<file path="config.mk">
export PLATFORM = sky130hd
export DESIGN_NAME = hyperbus_rwds_rx_flat
export DESIGN_NICKNAME = d
export VERILOG_FILES = /design/src/rtl/hyperbus_rwds_rx_if.sv /design/src/rtl/hyperbus_rwds_rx.sv /design/src/flat_wrapper.sv
export SDC_FILE = /design/constraint.sdc
export NUM_CORES = 1
export LEC_CHECK = 0
export CAP_MARGIN = 0
export CORE_MARGIN = 1.5
export CORE_UTILIZATION = 40
export CTS_CLUSTER_SIZE = 16
export DETAILED_ROUTE_END_ITERATION = 16
export GPL_TIMING_DRIVEN = 0
export PLACE_DENSITY = 0.58
export SYNTH_ARGS = -nofsm -noshare
export SYNTH_HDL_FRONTEND = slang
export SYNTH_SLANG_ARGS = --single-unit
</file>
<file path="constraint.sdc">
create_clock -name clk_i -period 5.34 [get_ports clk_i]
set_clock_uncertainty 0.1 [all_clocks]
set_input_delay 1.068 -clock clk_i [delete_from_list [all_inputs] [get_ports clk_i]]
set_output_delay 1.068 -clock clk_i [all_outputs]
set_load 0.01 [all_outputs]
</file>
<file path="src/rtl/hyperbus_rwds_rx_if.sv">
// Word stream from the RWDS receiver to the uDMA RX channel.
// The master drives data and valid; the slave returns ready.
interface hyperbus_rwds_rx_if;
    logic [15:0] rx_data;
    logic        rx_valid;
    logic        rx_ready;

    modport master (output rx_data, output rx_valid, input rx_ready);
    modport slave  (input rx_data, input rx_valid, output rx_ready);
endinterface

</file>
<file path="src/rtl/hyperbus_rwds_rx.sv">
// HyperBus read-data receiver: RWDS edges pair DQ bytes into 16-bit words, counted against the burst length.
// A word is visible one cycle after its falling-edge detect; a word that meets a full FIFO with no pop is dropped (sticky overflow).
module hyperbus_rwds_rx #(
    parameter int unsigned FIFO_DEPTH = 4,
    parameter int unsigned TIMEOUT_W  = 8
) (
    input  logic                 clk_i,
    input  logic                 rst_ni,
    input  logic                 start_i,
    input  logic [15:0]          len_i,
    input  logic [TIMEOUT_W-1:0] timeout_i,
    input  logic [7:0]           dq_i,
    input  logic                 rwds_i,
    hyperbus_rwds_rx_if.master   rx,
    output logic                 busy_o,
    output logic                 done_o,
    output logic                 timeout_o,
    output logic                 overflow_o
);

    localparam int unsigned AW = (FIFO_DEPTH > 1) ? $clog2(FIFO_DEPTH) : 1;

    typedef enum logic {
        IDLE = 1'b0,
        RECV = 1'b1
    } state_e;

    state_e               state_q, state_d;
    logic                 rwds_q;
    logic [15:0]          words_left;
    logic [TIMEOUT_W-1:0] tmo_cnt;
    logic                 half_valid;
    logic [7:0]           hi_byte;

    logic [15:0]          mem [FIFO_DEPTH];
    logic [AW:0]          wr_ptr, rd_ptr;
    logic                 fifo_empty, fifo_full, pop, push_ok;

    logic rise, fall, strobe_edge, in_recv;
    logic start_burst, start_empty, push_req, last_word, tmo_hit;

    assign rise        = rwds_i & ~rwds_q;
    assign fall        = ~rwds_i & rwds_q;
    assign strobe_edge = rise | fall;
    assign in_recv     = (state_q == RECV);

    assign start_burst = ~in_recv & start_i & (len_i != 16'd0);
    assign start_empty = ~in_recv & start_i & (len_i == 16'd0);
    assign push_req    = in_recv & fall & half_valid;
    assign last_word   = push_req & (words_left == 16'd1);
    // An edge in the timeout cycle keeps the burst alive.
    assign tmo_hit     = in_recv & ~strobe_edge & (timeout_i != '0)
                       & (tmo_cnt == timeout_i - TIMEOUT_W'(1));

    always_ff @(posedge clk_i or negedge rst_ni) begin
        if (!rst_ni) begin
            state_q <= IDLE;
        end else begin
            state_q <= state_d;
        end
    end

    always_comb begin
        state_d = state_q;
        case (state_q)
            IDLE:    if (start_burst) state_d = RECV;
            RECV:    if (last_word || tmo_hit) state_d = IDLE;
            default: state_d = IDLE;
        endcase
    end

    always_comb begin
        busy_o = (state_q == RECV);
    end

    always_ff @(posedge clk_i or negedge rst_ni) begin
        if (!rst_ni) begin
            rwds_q     <= 1'b0;
            words_left <= 16'd0;
            tmo_cnt    <= '0;
            half_valid <= 1'b0;
            hi_byte    <= 8'd0;
            done_o     <= 1'b0;
            timeout_o  <= 1'b0;
            overflow_o <= 1'b0;
        end else begin
            rwds_q    <= rwds_i;
            done_o    <= start_empty | last_word;
            timeout_o <= tmo_hit;
            if (start_burst) begin
                words_left <= len_i;
                tmo_cnt    <= '0;
                half_valid <= 1'b0;
                overflow_o <= 1'b0;
            end else if (in_recv) begin
                tmo_cnt <= strobe_edge ? '0 : tmo_cnt + TIMEOUT_W'(1);
                if (rise) begin
                    hi_byte    <= dq_i;
                    half_valid <= 1'b1;
                end
                if (push_req) begin
                    half_valid <= 1'b0;
                    words_left <= words_left - 16'd1;
                    if (!push_ok) overflow_o <= 1'b1;
                end
                if (tmo_hit) half_valid <= 1'b0;
            end
        end
    end

    // Extra pointer MSB separates full from empty when the indices match.
    assign fifo_empty = (wr_ptr == rd_ptr);
    assign fifo_full  = (wr_ptr[AW] != rd_ptr[AW]) && (wr_ptr[AW-1:0] == rd_ptr[AW-1:0]);
    assign pop        = rx.rx_valid & rx.rx_ready;
    assign push_ok    = push_req & (~fifo_full | pop);

    assign rx.rx_valid = ~fifo_empty;
    assign rx.rx_data  = fifo_empty ? 16'd0 : mem[rd_ptr[AW-1:0]];

    always_ff @(posedge clk_i or negedge rst_ni) begin
        if (!rst_ni) begin
            wr_ptr <= '0;
            rd_ptr <= '0;
        end else begin
            if (push_ok) wr_ptr <= wr_ptr + 1'b1;
            if (pop)     rd_ptr <= rd_ptr + 1'b1;
        end
    end

    always_ff @(posedge clk_i) begin
        if (push_ok) mem[wr_ptr[AW-1:0]] <= {hi_byte, dq_i};
    end

endmodule

</file>
<file path="src/flat_wrapper.sv">
// flat-port wrapper written by rule: the top's interface ports become plain ports
module hyperbus_rwds_rx_flat 
#(
    parameter int unsigned FIFO_DEPTH = 4,
    parameter int unsigned TIMEOUT_W  = 8
)
  (clk_i, rst_ni, start_i, len_i, timeout_i, dq_i, rwds_i, busy_o, done_o, timeout_o, overflow_o, rx_rx_data, rx_rx_valid, rx_rx_ready);
  hyperbus_rwds_rx_if rx_i ();
  input  logic clk_i;
  input  logic rst_ni;
  input  logic start_i;
  input  logic [15:0] len_i;
  input  logic [TIMEOUT_W-1:0] timeout_i;
  input  logic [7:0] dq_i;
  input  logic rwds_i;
  output logic busy_o;
  output logic done_o;
  output logic timeout_o;
  output logic overflow_o;
  output wire logic [$bits(rx_i.rx_data)-1:0] rx_rx_data;
  output wire logic [$bits(rx_i.rx_valid)-1:0] rx_rx_valid;
  input wire logic [$bits(rx_i.rx_ready)-1:0] rx_rx_ready;
  assign rx_rx_data = rx_i.rx_data;
  assign rx_rx_valid = rx_i.rx_valid;
  assign rx_i.rx_ready = rx_rx_ready;
  hyperbus_rwds_rx #(.FIFO_DEPTH(FIFO_DEPTH), .TIMEOUT_W(TIMEOUT_W)) u_core (.clk_i(clk_i), .rst_ni(rst_ni), .start_i(start_i), .len_i(len_i), .timeout_i(timeout_i), .dq_i(dq_i), .rwds_i(rwds_i), .rx(rx_i), .busy_o(busy_o), .done_o(done_o), .timeout_o(timeout_o), .overflow_o(overflow_o));
endmodule
</file>
**Clock distribution**

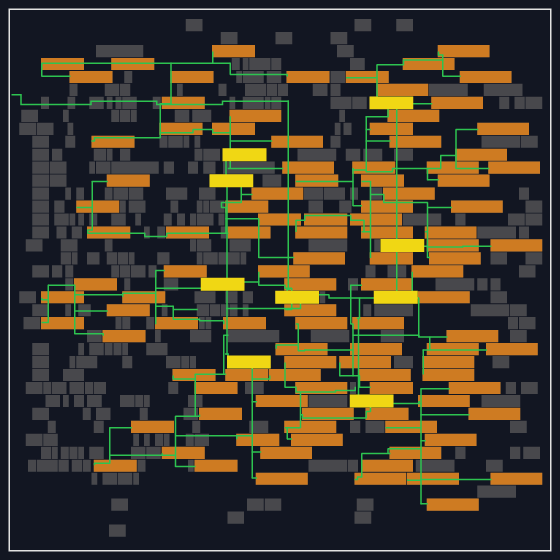
legend:
  cells driving clock nets:
    color: yellow
    count: 9
  flip-flops:
    color: orange
    count: 108
  clock wires:
    color: green
    length: 1,260 um
routed clock nets: 10
Clock power frac: 23.9%
Latency at later pin: 0.34 ns
Clock Power: 0.000718 W

**Supply network**

Pins as bars on the die edge. Tap cells in gray.
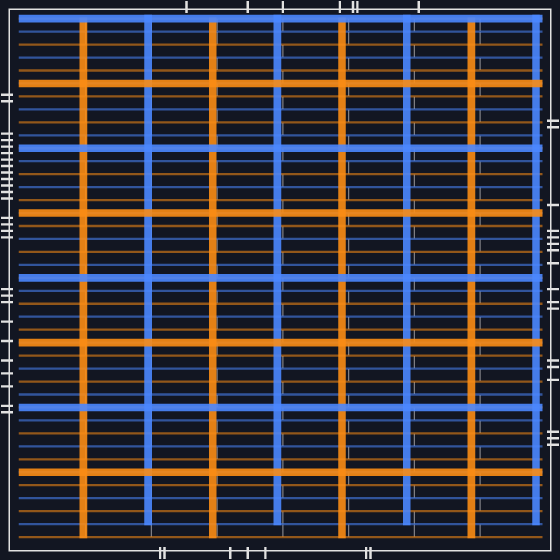
legend:
  VSS:
    color: orange
  VDD:
    color: blue
rows: 40
met1 rails: 41
Peak VDD IR: 0.000205 V
die y size: 113 um
core area: 0.0120 mm^2

**Met2 routing**

Scale bar: 20 um.
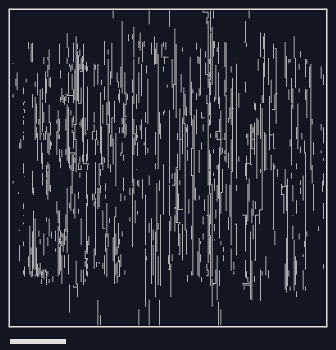
wire length on this layer: 4,610 um
main direction: vertical
nets with wire on the layer: 391
longest straight run: 41.9 um

==> flow_metrics.tcl <==
# implementation run metrics
set metrics [dict create \
    post_drt_wl_per_cell_um 17.0 \
    cts-resized-gates 0 \
    antenna_cells 0 \
    slew_viol_final 0 \
    clk_pin_slew_worst_paths_ns 0.07 \
    worst_pin_slew_ns 0.943 \
    outcome "finished, final reports clean" \
    min_to "u_core.wr_ptr[2]$_DFFE_PN0P_" \
    die_x_um 113 \
    grt_max_degree 24 \
    clock-sinks 108 \
    stdcell_area_mm2 0.00597 \
    h-tree-depth 3 \
    r2r-start "u_core.rd_ptr[1]$_DFFE_PN0P_" \
    crit_chain "buf_2 -> xor2_1 -> nor3b_2 -> clkbuf_1 -> nor2b_1 -> clkdlybuf4s50_1" \
    fmax_mhz 246 \
    synth-main-ff-cell "edfxtp_1" \
    holdPathStages 1 \
    cpLargestDelayFamily "buffers and inverters" \
    fp_util_pct 40.7 \
    edf_count 64 \
    fin_ws_ns 1.28 \
    final_cell_mix "64 x edfxtp_1, 56 x clkdlybuf4s50_1, 44 x dfrtp_1" \
    tool_warnings 32 \
    drt-total-wl_mm 9.65 \
    cp-start-kind "flip-flop" \
    cp_num_buf_inv 3 \
    yosysCellCount 347 \
    combGateArea_mm2 0.00176 \
    synth_nets 396 \
    overflow 0 \
    ff_latch_area_mm2 0.00302 \
    ys_warn_count 0 \
    async_reset_ff_share_pct 40.7 \
    first_global_vias 2983 \
    synth_cell_type_count 41 \
    cts_setup_buffers 0 \
    ys_area_mm2 0.00487 \
    ios 58 \
    vias 2978 \
    cts_made_buffers 9 \
    io_buffers 57 \
    worstPathArrival_ns 2.89 \
    drt_iter0_drc 148 \
    cts_tree "built" \
    r2r_end "u_core.mem[3][7]$_DFFE_PP_" \
    gp_congestion 0.837 \
    hp-start "u_core.wr_ptr[2]$_DFFE_PN0P_" \
    cp_slowest_cell "nor3b_2" \
    cap_violations 0 \
    ff2ff_setup_slack_ns 2.76 \
    route.detailed.drc 0 \
    syn_avg_cell_area_um2 14.0 \
    postRouteAntennaNets 0 \
    place_ws_ns 1.59 \
    hold_viol 0 \
    hpwlAfterDp_mm 6.56 \
    antenna_found_initial 0 \
    rsz0062_at_grt "no" \
    area_growth_pct 22.7 \
    ff2ff_path_depth 5 \
    critPathMaxFanout 10 \
    cp-end-kind "output pin" \
    cts_root_buffer "clkbuf_16" \
    setup_tns_ns 0 \
    avgViaCountPerCell 5.24 \
    layout_top_cell "edfxtp_1" \
    relSlewSlack_pct 37.1 \
    critPathMaxStageDelay_ns 0.58 \
    layout.nets 465 \
    chip_area_mm2 0.0128 \
    syn_area_mm2 0.00487 \
    ys_seq_share_pct 62.1 \
    hold_buffers 0 \
    critPathKind "flip-flop to output pin" \
    pwr_density_cell_mw_per_mm2 503 \
    grt_first_pass_wirelength_mm 15.6 \
    final-setup-viol-count 0 \
    grtUsageTotal_pct 15.9 \
    period_used_pct 76.1 \
    drive_gt1_share_pct 13.1 \
    place_area_mm2 0.00565 \
    post-route-min-period_ns 4.06 \
    synth_flops 108 \
    hold_path_class "flip-flop to flip-flop" \
    first_pass_iters 4 \
    leakage_nw 2.17 \
    syn-instance-count 347 \
    cp.required_ns 4.17 \
    clockBufferDepth 2 \
]
**Cell classes on the final placement**

Scale bar: 20 um. Fill, decap, tap and diode cells in gray.
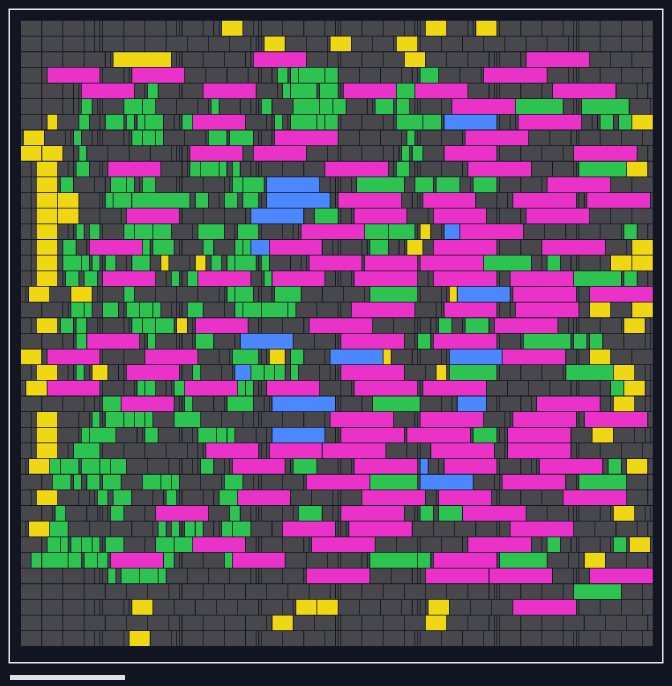
legend:
  other buffers and delay cells:
    color: yellow
    cells: 68
    share_of_their_area: 11%
  all other logic:
    color: green
    cells: 229
    share_of_their_area: 31%
  clock drivers and dummy loads:
    color: blue
    cells: 16
    share_of_their_area: 5.6%
  flip-flops:
    color: magenta
    cells: 108
    share_of_their_area: 52%
flop share of the area: 50.6%
num rows: 40

**Cell placement**

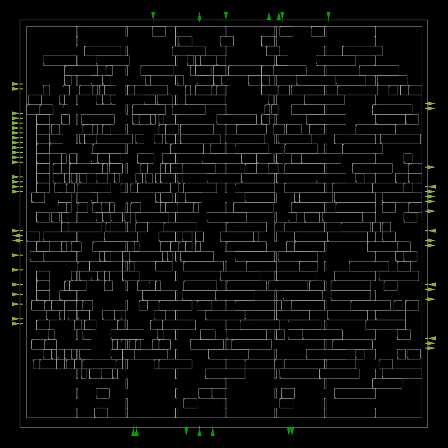
Core Util, Final: 49.9%
flop count: 108
filler cell count: 1,062
fin cells: 568
Well Taps: 147

cell usage after synthesis, types with 2 or more instances:
cell | count | area share, %
edfxtp_1 | 64 | 39
dfrtp_1 | 44 | 23
nand2_1 | 27 | 2.1
o21ai_0 | 18 | 1.9
xnor2_1 | 18 | 3.2
nor2_1 | 17 | 1.3
mux4_2 | 16 | 7.4
nor2b_1 | 16 | 2.1
ha_1 | 12 | 3.1
xor2_1 | 12 | 2.2
nand3_1 | 10 | 1.0
nor4_1 | 10 | 1.3
inv_1 | 9 | 0.69
mux2_2 | 9 | 2.1
a21oi_1 | 7 | 0.72
and3_1 | 6 | 0.77
nor3_1 | 6 | 0.62
and2_1 | 4 | 0.51
buf_2 | 4 | 0.41
o311ai_0 | 4 | 0.72
a221o_1 | 3 | 0.62
buf_4 | 3 | 0.46
clkbuf_1 | 3 | 0.23
nand2b_1 | 3 | 0.39
nand4_1 | 3 | 0.39
o211ai_1 | 3 | 0.46
or3_1 | 2 | 0.26
worst max-delay path by stage:
stage	to	cells past startpoint	slack [ns]	from
floorplan	rx_rx_data[10]	5	2.67	u_core.rd_ptr[0]$_DFFE_PN0P_
global placement	rx_rx_data[11]	6	1.64	u_core.rd_ptr[1]$_DFFE_PN0P_
detailed placement	rx_rx_data[11]	6	1.59	u_core.rd_ptr[1]$_DFFE_PN0P_
CTS	rx_rx_data[11]	6	1.22	u_core.rd_ptr[1]$_DFFE_PN0P_
global route	rx_rx_data[11]	6	1.08	u_core.rd_ptr[1]$_DFFE_PN0P_
finish	rx_rx_data[11]	6	1.28	u_core.rd_ptr[1]$_DFFE_PN0P_
per-layer routing:
metal	global-route usage, %	routed length (um)	vias up
li1	-	-	1432
met3	2.52	344	8
met4	5.50	93	0
met2	26.2	4610	67
met5	0	0	-
met1	21.7	4600	1471
registers in the layout, summed over array words and instances (netlist names), 3 cells and up:
register	flops
u_core.rd_ptr	3
u_core.words_left	16
u_core.tmo_cnt	8
u_core.hi_byte	8
u_core.mem	64
u_core.wr_ptr	3
cell families after synthesis:
| group | share of synthesized area [%] |
|---|---|
| flops | 62.1 |
| compound gates | 5.52 |
| buf+inv | 1.80 |
| xor+xnor | 5.40 |
| mux | 9.48 |
| simple gates | 12.6 |
| fa+ha+maj | 3.08 |
stage by stage:
step / power, W / instances / hold WS (ns)
finish: 0.00301 / 568 / 0.399
global route: 0.00319 / 568 / 0.402
CTS: 0.00304 / 568 / 0.398
detailed placement: 0.00232 / 552 / 0.385
global placement: 0.00230 / 551 / 0.380
floorplan: 0.00186 / 347 / 0.362
worst register-to-register path, delay by kind of cell (launching register included):
family / cells / cell delay, ns
and+or+nand+nor: 3 / 1.23
DFF: 1 / 0.35
xor gates and xnor gates: 1 / 0.25
buffers and inverters: 1 / 0.26
final cells by class:
cell class	count	share of cell area, %
flip-flops and latches	108	50.6
clock buffers	11	4.06
repair buffers	58	9.93
well taps	147	3.08
inverters	9	0.566
plain buffers	10	0.901
multi-input cells	220	29.5
clock inverters	5	1.40
where the power goes:
part	switching, W	internal [W]
Sequential	0.000125	0.00107
Clock	0.000292	0.000426
Combinational	0.000517	0.000574
Power is estimated from default activity; no workload was simulated.
